[src/rtl/ir_fetch_sequencer.sv]
// Instruction fetch controller: owns the PC, handshakes with instruction memory and
// drives the IR with a registered one-cycle load strobe plus void qualifier for flushes.
module ir_fetch_sequencer #(
  parameter int                ADDR_W       = 13,
  parameter int                INSTR_W      = 14,
  parameter logic [ADDR_W-1:0] RESET_VECTOR = '0,
  parameter int                FLUSH_LOADS  = 1
) (
  input  logic               clk,
  input  logic               rst_n,
  output logic [ADDR_W-1:0]  imem_addr,
  output logic               imem_rd,
  input  logic [INSTR_W-1:0] imem_data,
  input  logic               imem_ready,
  input  logic               stall,
  input  logic               branch_taken,
  input  logic [ADDR_W-1:0]  branch_target,
  output logic [INSTR_W-1:0] ir_data,
  output logic               ir_load,
  output logic               ir_valid,
  output logic [ADDR_W-1:0]  ir_pc
);

  typedef enum logic [1:0] {S_FETCH, S_LOAD, S_FLUSH, S_GAP} state_t;

  localparam logic [2:0] FLUSH_INIT = 3'(FLUSH_LOADS);

  state_t            state, state_nxt;
  logic [ADDR_W-1:0] pc, pc_nxt;
  logic [2:0]        flush_cnt, flush_cnt_nxt;
  logic              accept;
  logic              load_nxt;

  assign imem_rd   = rst_n && (state == S_FETCH) && !stall;
  assign imem_addr = pc;
  assign accept    = imem_rd && imem_ready;

  always_comb begin
    state_nxt     = state;
    pc_nxt        = pc;
    flush_cnt_nxt = flush_cnt;
    if (branch_taken) begin
      pc_nxt        = branch_target;
      flush_cnt_nxt = FLUSH_INIT;
      // If a load pulse is high this cycle, insert a gap so the first void load is a fresh edge.
      state_nxt     = (state == S_LOAD || state == S_FLUSH) ? S_GAP : S_FLUSH;
    end else begin
      case (state)
        S_FETCH: begin
          if (accept) begin
            pc_nxt    = pc + 1'b1;
            state_nxt = S_LOAD;
          end
        end
        S_LOAD:  state_nxt = S_FETCH;
        S_FLUSH: begin
          flush_cnt_nxt = flush_cnt - 3'd1;
          state_nxt     = (flush_cnt_nxt == 3'd0) ? S_FETCH : S_GAP;
        end
        S_GAP:   state_nxt = S_FLUSH;
        default: state_nxt = S_FETCH;
      endcase
    end
    load_nxt = (state_nxt == S_LOAD) || (state_nxt == S_FLUSH);
  end

  always_ff @(posedge clk or negedge rst_n) begin
    if (!rst_n) begin
      state     <= S_FETCH;
      pc        <= RESET_VECTOR;
      flush_cnt <= '0;
      ir_data   <= '0;
      ir_load   <= 1'b0;
      ir_valid  <= 1'b0;
      ir_pc     <= '0;
    end else begin
      state     <= state_nxt;
      pc        <= pc_nxt;
      flush_cnt <= flush_cnt_nxt;
      ir_load   <= load_nxt;
      if (branch_taken) begin
        ir_data  <= '0;
        ir_valid <= 1'b0;
      end else if (accept) begin
        ir_data  <= imem_data;
        ir_valid <= 1'b1;
        ir_pc    <= pc;
      end
    end
  end

endmodule
[config.mk]
export PLATFORM = sky130hd
export DESIGN_NAME = ir_fetch_sequencer
export DESIGN_NICKNAME = d
export VERILOG_FILES = /design/src/rtl/ir_fetch_sequencer.sv
export SDC_FILE = /design/constraint.sdc
export NUM_CORES = 1
export LEC_CHECK = 0
export ABC_AREA = 1
export CAP_MARGIN = 10
export CORE_MARGIN = 2
export CORE_UTILIZATION = 46
export DETAILED_ROUTE_END_ITERATION = 6
export PLACE_DENSITY = 0.79
export SLEW_MARGIN = 20
export SYNTH_ARGS = -nofsm -noshare
export SYNTH_HDL_FRONTEND = slang
export SYNTH_SLANG_ARGS = --single-unit
[constraint.sdc]
create_clock -name clk -period 1.5 [get_ports clk]
set_input_delay 0.3 -clock clk [delete_from_list [all_inputs] [get_ports clk]]
set_output_delay 0.3 -clock clk [all_outputs]
set_load 0.1 [all_outputs]
Figure 1. Sequential cells coloured by netlist name (run 1).
The bar under the picture is 20 um long. Other sequential cells in the stronger grey, the rest of the logic in the fainter grey.
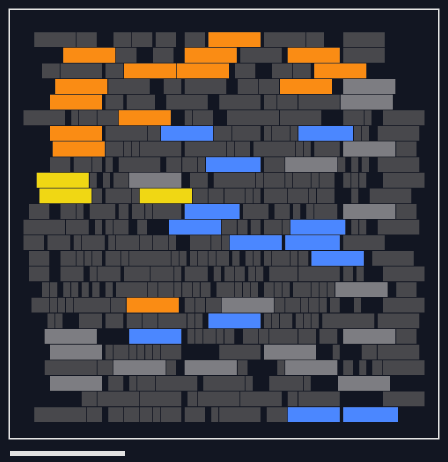
Orange shows ir_data, flops 14. Yellow shows flush_cnt, flops 3. Blue shows imem_addr, flops 13.

Figure 2. Congestion heat map (run 1).
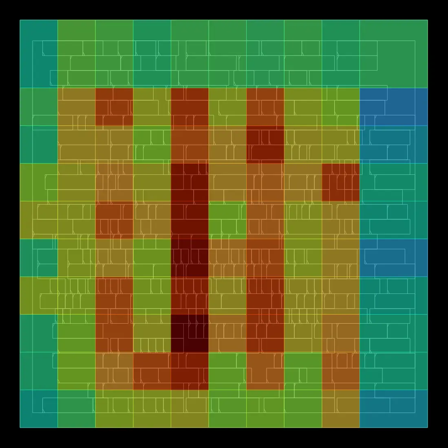
global routing's busiest layer: met2
Finished Core Util: 82.9%
All-Layer GR Usage: 22.7%
M2 GR Usage: 38.3%

==> results.txt, run 1 <==
Reports from this run.

- The worst hold margin reads 0.171 ns.
- The end of the worst register-to-register path reads ir_load.
- The critical path startpoint category is a register.
- The number of warnings issued by yosys reads 0.
- The fraction of area in multi-input gates reads 25.3%.
- 168 cells are multi-input combinational gates.
- The number of antenna violations at the first check in global routing reads 0.
- The routability congestion estimate from global placement reads 0.879.
- According to the report, the first pass of detailed routing completed in 4 iterations.
- Combinational logic burns 59.5% of the power.
- The number of well taps reads 67.
- The synthesized-area fraction occupied by ao, oa, aoi and oai cells reads 13.0%.
- The post-synthesis cell count is 248.
- The peak supply drop is 1.28 mV.
- The data required time of the critical path reads 1.20 ns.
- On the critical path the largest part of the delay comes from flip-flops.
- The count of instantiated cells in the yosys netlist is 248.
- The sort of element at the end of the critical path reads an output pin.
- The share of flip-flops with an asynchronous set or reset after synthesis reads 100%.
- The tree is rooted in a sky130_fd_sc_hd__clkbuf_8.
- The first routing iteration left 218 violations.
- The final reports fail on setup timing.
- The switching component of the power is 3280 uW.
- The number of warnings the tools reported is 34.
- Of the total power, registers draw 28.2%.
- The clock latency of the later-clocked register in the worst-skew pair reads 0.31 ns.
- The cell-mix breakdown from Yosys lists the adder-cell area share as 3.83%.
- The average routed wire per standard cell reads 16.5 um.
- The placed standard-cell area is 3640 sq um.
- The least setup slack across all paths after layout reads -0.120 ns.
- The length of routed wiring on met1 is 2790 um.
- The completed layout was analyzed and its total power is 6700 uW.
- The number of filler instances in the final layout is 244.
- The die area reads 5550 sq um.
- The tally of unique sky130hd cells used after synthesis reads 33.
- The post-synthesis chip area from yosys is 2290 sq um.
- The leakage dissipation is 0.00185 uW.
- The share of cells above drive strength 1 reads 32.3%.
- The flow ran to the end, but the final reports show violations.
- The depth of the worst register-to-register path is 12.
- Non-clock inverters in the final layout number 24.
- The power in combinational cells is 3990 uW.
- The total length of routed met3 wires is 316 um.
- The share of the synthesized netlist area taken by xor and xnor gates reads 2.30%.
- The period utilization reads 108%.
- The registers of the reported paths see a clock transition of 0.09 ns.
- Once the clock tree was built, the resizer swapped 10 gates to a different size.
- The cell total after placement is 399.
- The design area reads 3940 sq um.
- Checking max transition, the worst relative margin is 60.9%.
- The library cell used most frequently in the layout, excluding fill and tap cells, is sky130_fd_sc_hd__nand2_1.
- Counting flops with a built-in enable in the synthesized netlist gives 0.
- The start point of the critical path reads state[0].
- The sequential power is 1890 uW.
- Global routing finished with a remaining overflow of 0.
- The H-tree depth is 2.
- The post-synth register bit count is 47.
- The internal power component is 3420 uW.
- The die extent in x reads 74.5 um.
- The most frequently used library cell after synthesis is sky130_fd_sc_hd__nand2_1.
- The main area contributors are sky130_fd_sc_hd__dfrtp_1, sky130_fd_sc_hd__nand2_1, sky130_fd_sc_hd__a22o_1.
- The worst setup slack for register-to-register paths is -0.07 ns.
- Per the timing report, the achievable frequency comes out to 617 MHz.
- The wire length on met2 is 3680 um.
- The capture point of the critical path was reported as imem_rd.
- The highest routing layer actually used is met4.
- The synthesized area per cell reads 9.22 sq um.
- Before any placement, the netlist area is recorded as 2290 sq um.
- The final number of setup-violating endpoints reads 26.
- The total CTS buffers reads 5.
- The routed design shows a via density per instance of 5.29.
- The register with the most flip-flops in the layout has 14 of them.
- The pin count of the biggest net entering global routing is 48.
- The count of nets after finishing reads 391.
- In the synthesized netlist, the cells that appear most often are sky130_fd_sc_hd__nand2_1, sky130_fd_sc_hd__dfrtp_1, sky130_fd_sc_hd__inv_1, sky130_fd_sc_hd__nor2_1.
Figure 3. Signal wires on met1 (run 1).
The bar under the picture is 20 um long. Supply wires on this layer in grey. Cells faint in the background.
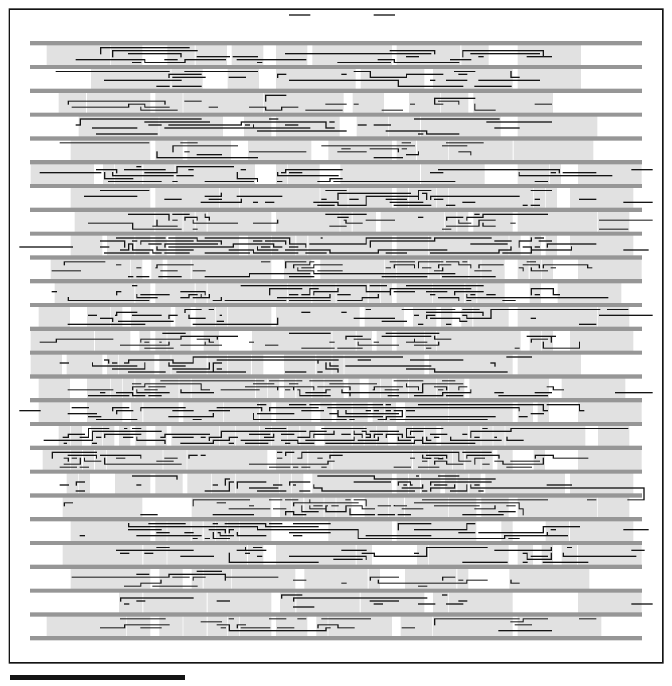
The longest straight run is 23.9 um. 342 nets have wire on it. The layer carries 2,790 um of wire.
post-detailed-routing wire length: 6920 um
M1 GR Usage: 30.3%
total number of vias: 2,222

Figure 4. Wires at chosen ports, followed through buffers (run 1).
The bar under the picture is 20 um long.
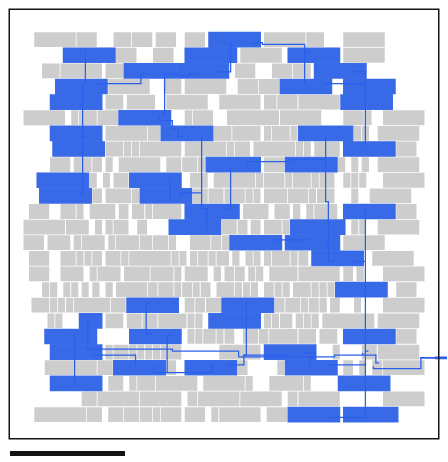
Blue shows rst_n, direction input, edge right, end cells 48, buffers 2, wire 378 um.
Top-Level Pins: 75
IO buf count: 74

==> run 2: changes to the inputs <==
--- a/config.mk
+++ b/config.mk
@@ -7,11 +7,9 @@
 export LEC_CHECK = 0
 export ABC_AREA = 1
 export CAP_MARGIN = 10
-export CORE_MARGIN = 2
 export CORE_UTILIZATION = 46
 export DETAILED_ROUTE_END_ITERATION = 6
 export PLACE_DENSITY = 0.79
-export SLEW_MARGIN = 20
 export SYNTH_ARGS = -nofsm -noshare
 export SYNTH_HDL_FRONTEND = slang
 export SYNTH_SLANG_ARGS = --single-unit
Figure 5. Sequential cells coloured by netlist name (run 2).
The bar under the picture is 20 um long. Other sequential cells in the stronger grey, the rest of the logic in the fainter grey.
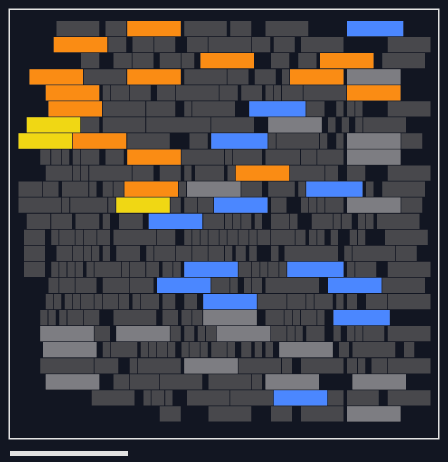
Blue shows imem_addr, flops 13. Yellow shows flush_cnt, flops 3. Orange shows ir_data, flops 14.
Another 17 sequential cells are not coloured.

==> run 2 against run 1 <==
The run still ends with setup timing left; non-clock buffer count down 9; critical path type is now register to register; clock power up 17%; register-to-register slack worse by 0.05 ns; first-iteration DRC count down 14%; sequential share of layout area up 0.13 points; setup slack worse by 0.0040 ns; via count up 1.4%; wire length up 4.6%; flip-flop count unchanged.
==> results.txt, run 2 <==
Reports from this run.

- The design area reads 3930 sq um.
- The cell-mix breakdown from Yosys lists the compound-gate area share as 13.0%.
- Sorting the synthesized cells by area gives the leading types as sky130_fd_sc_hd__dfrtp_1, sky130_fd_sc_hd__nand2_1, sky130_fd_sc_hd__a22o_1.
- The least setup slack across all paths after layout is -0.124 ns.
- The final wirelength is 7240 um.
- The peak supply drop reads 1.56 mV.
- The fraction of area in multi-input gates is 25.1%.
- The relative slew slack reads 61.2%.
- The routed wirelength on the met1 layer is recorded as 2590 um.
- The clock slew seen by the registers of the worst setup and hold paths is 0.10 ns.
- The post-route clock skew reads 0.0107 ns.
- For the worst setup path, the data required time is 1.72 ns.
- The final number of setup-violating endpoints reads 31.
- The share of cells above drive strength 1 reads 31.1%.
- The met1 track utilization from global routing reads 30.6%.
- The die area is 5260 sq um.
- The boundary pin count reads 75.
- The placed standard-cell area is 3590 sq um.
- The depth of the worst register-to-register path is 9.
- The flip-flop and latch count after synthesis reads 47.
- The total of buffers placed on input and output ports reads 74.
- The final global-route overflow total is 0.
- The sequential power reads 1900 uW.
- The power report attributes to the combinational group a share of 57.4%.
- In this run, the number of DRC markers left after iteration 0 of detailed routing was 188.
- The worst path uses 108% of the clock period.
- The cell chosen for the clock root reads sky130_fd_sc_hd__clkbuf_8.
- The storage element area is 1180 sq um.
- The share of the synthesized netlist area taken by xor and xnor gates reads 2.30%.
- The DRC violations left reads 0.
- Global routing used 26.5% of the available tracks.
- The highest layer touched by signal routing is met4.
- The end of the worst register-to-register path is ir_pc[4].
- The flow ran to the end, but the final reports show violations.
- The finished design was reported to have a net count of 385.
- Yosys reports that the most numerous cell types are sky130_fd_sc_hd__nand2_1, sky130_fd_sc_hd__dfrtp_1, sky130_fd_sc_hd__inv_1, sky130_fd_sc_hd__nor2_1.
- The die is 72.5 um wide.
- The most frequent logic cell in the layout is sky130_fd_sc_hd__nand2_1.
- The class occupying the most area after layout is reported as buffers.
- The count of instantiated cells in the yosys netlist reads 248.
- During tapcell insertion the tool placed 67 well taps.
- Per the detail_route log, met3 wirelength is 514 um.
- The cell type group with the largest total delay on the critical path reads buffers and inverters.
- In this run, placement finished with an instance count of 395.
- The synthesized area per cell is 9.22 sq um.
- The via-per-instance ratio is 5.44.
- The flow reported a cell area power density of 1710 nW/um^2.
- STA classifies the critical path endpoint as a register.
- The share of flip-flops with an asynchronous set or reset after synthesis is 100%.
- In this run, CTS created clock tree buffers numbering 5.
- The tally of unique sky130hd cells used after synthesis reads 33.
- The number of logic gates is 168.
- The iteration tally of the first detailed-router pass reads 7.
- The analysis attributes to cell leakage a power of 0.00185 uW.
- The worst hold margin reads 0.172 ns.
- The count of cells resized by post-cts repair reads 16.
- After detailed routing, the met2 layer carries 3760 um of wire.
- The achievable clock frequency is 616 MHz.
- The netlist area before placement reads 2290 sq um.
- The internal power component reads 3450 uW.
- The global-route layer with the greatest usage reads met2.
- The switching component of the power reads 3260 uW.
- The flip-flop count of the largest register after layout reads 14.
- The fraction of power consumed by sequential logic reads 28.3%.
- The start point of the critical path reads state[1].
- The non-clock inverter count in the final layout is 27.
- The worst setup slack for register-to-register paths reads -0.12 ns.
- Dividing the detail-routed wire length by the instance count gives 17.5 um.
- The design draws 6710 uW.
- The H-tree generated during clock tree synthesis spans 2 levels.
- Before placement the cells fill 48.1% of the core.
- According to the timing report, the critical path is captured at ir_pc[4].
- The register containing the most flip-flops in the final layout reads ir_data.
- The number of antenna violations at the first check in global routing is 0.
- The clock latency of the later-clocked register in the worst-skew pair reads 0.31 ns.
- The number of synthesized flops with an enable pin reads 0.
- Counting the fill cells in the layout gives 252.
- The final route contains 2,253 vias.
- Of the total synthesized cell area, the portion taken by full adders, half adders and majority gates is 3.83%.
- The checks that failed: setup timing.
- According to the Yosys statistics, the synthesized design has a chip area of 2290 sq um.
- The critical path startpoint category is a register.
- The number of warnings issued by yosys is 0.
- The cell count after synthesis came out at 248.
- The power in combinational cells is 3850 uW.
- The most common cell in the netlist reads sky130_fd_sc_hd__nand2_1.
- The number of warnings the tools reported reads 33.
- The global routing report lists met2 layer usage as 45.3%.
- The pin count of the biggest net entering global routing reads 48.
- The routability congestion estimate from global placement is 0.822.
Figure 6. Congestion heat map (run 2).
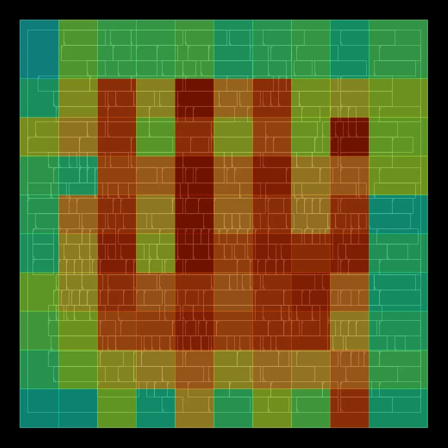
met3 routing resource usage after global routing: 6.94%
Finished Core Util: 82.6%

Power and IR drop assume default switching activity.
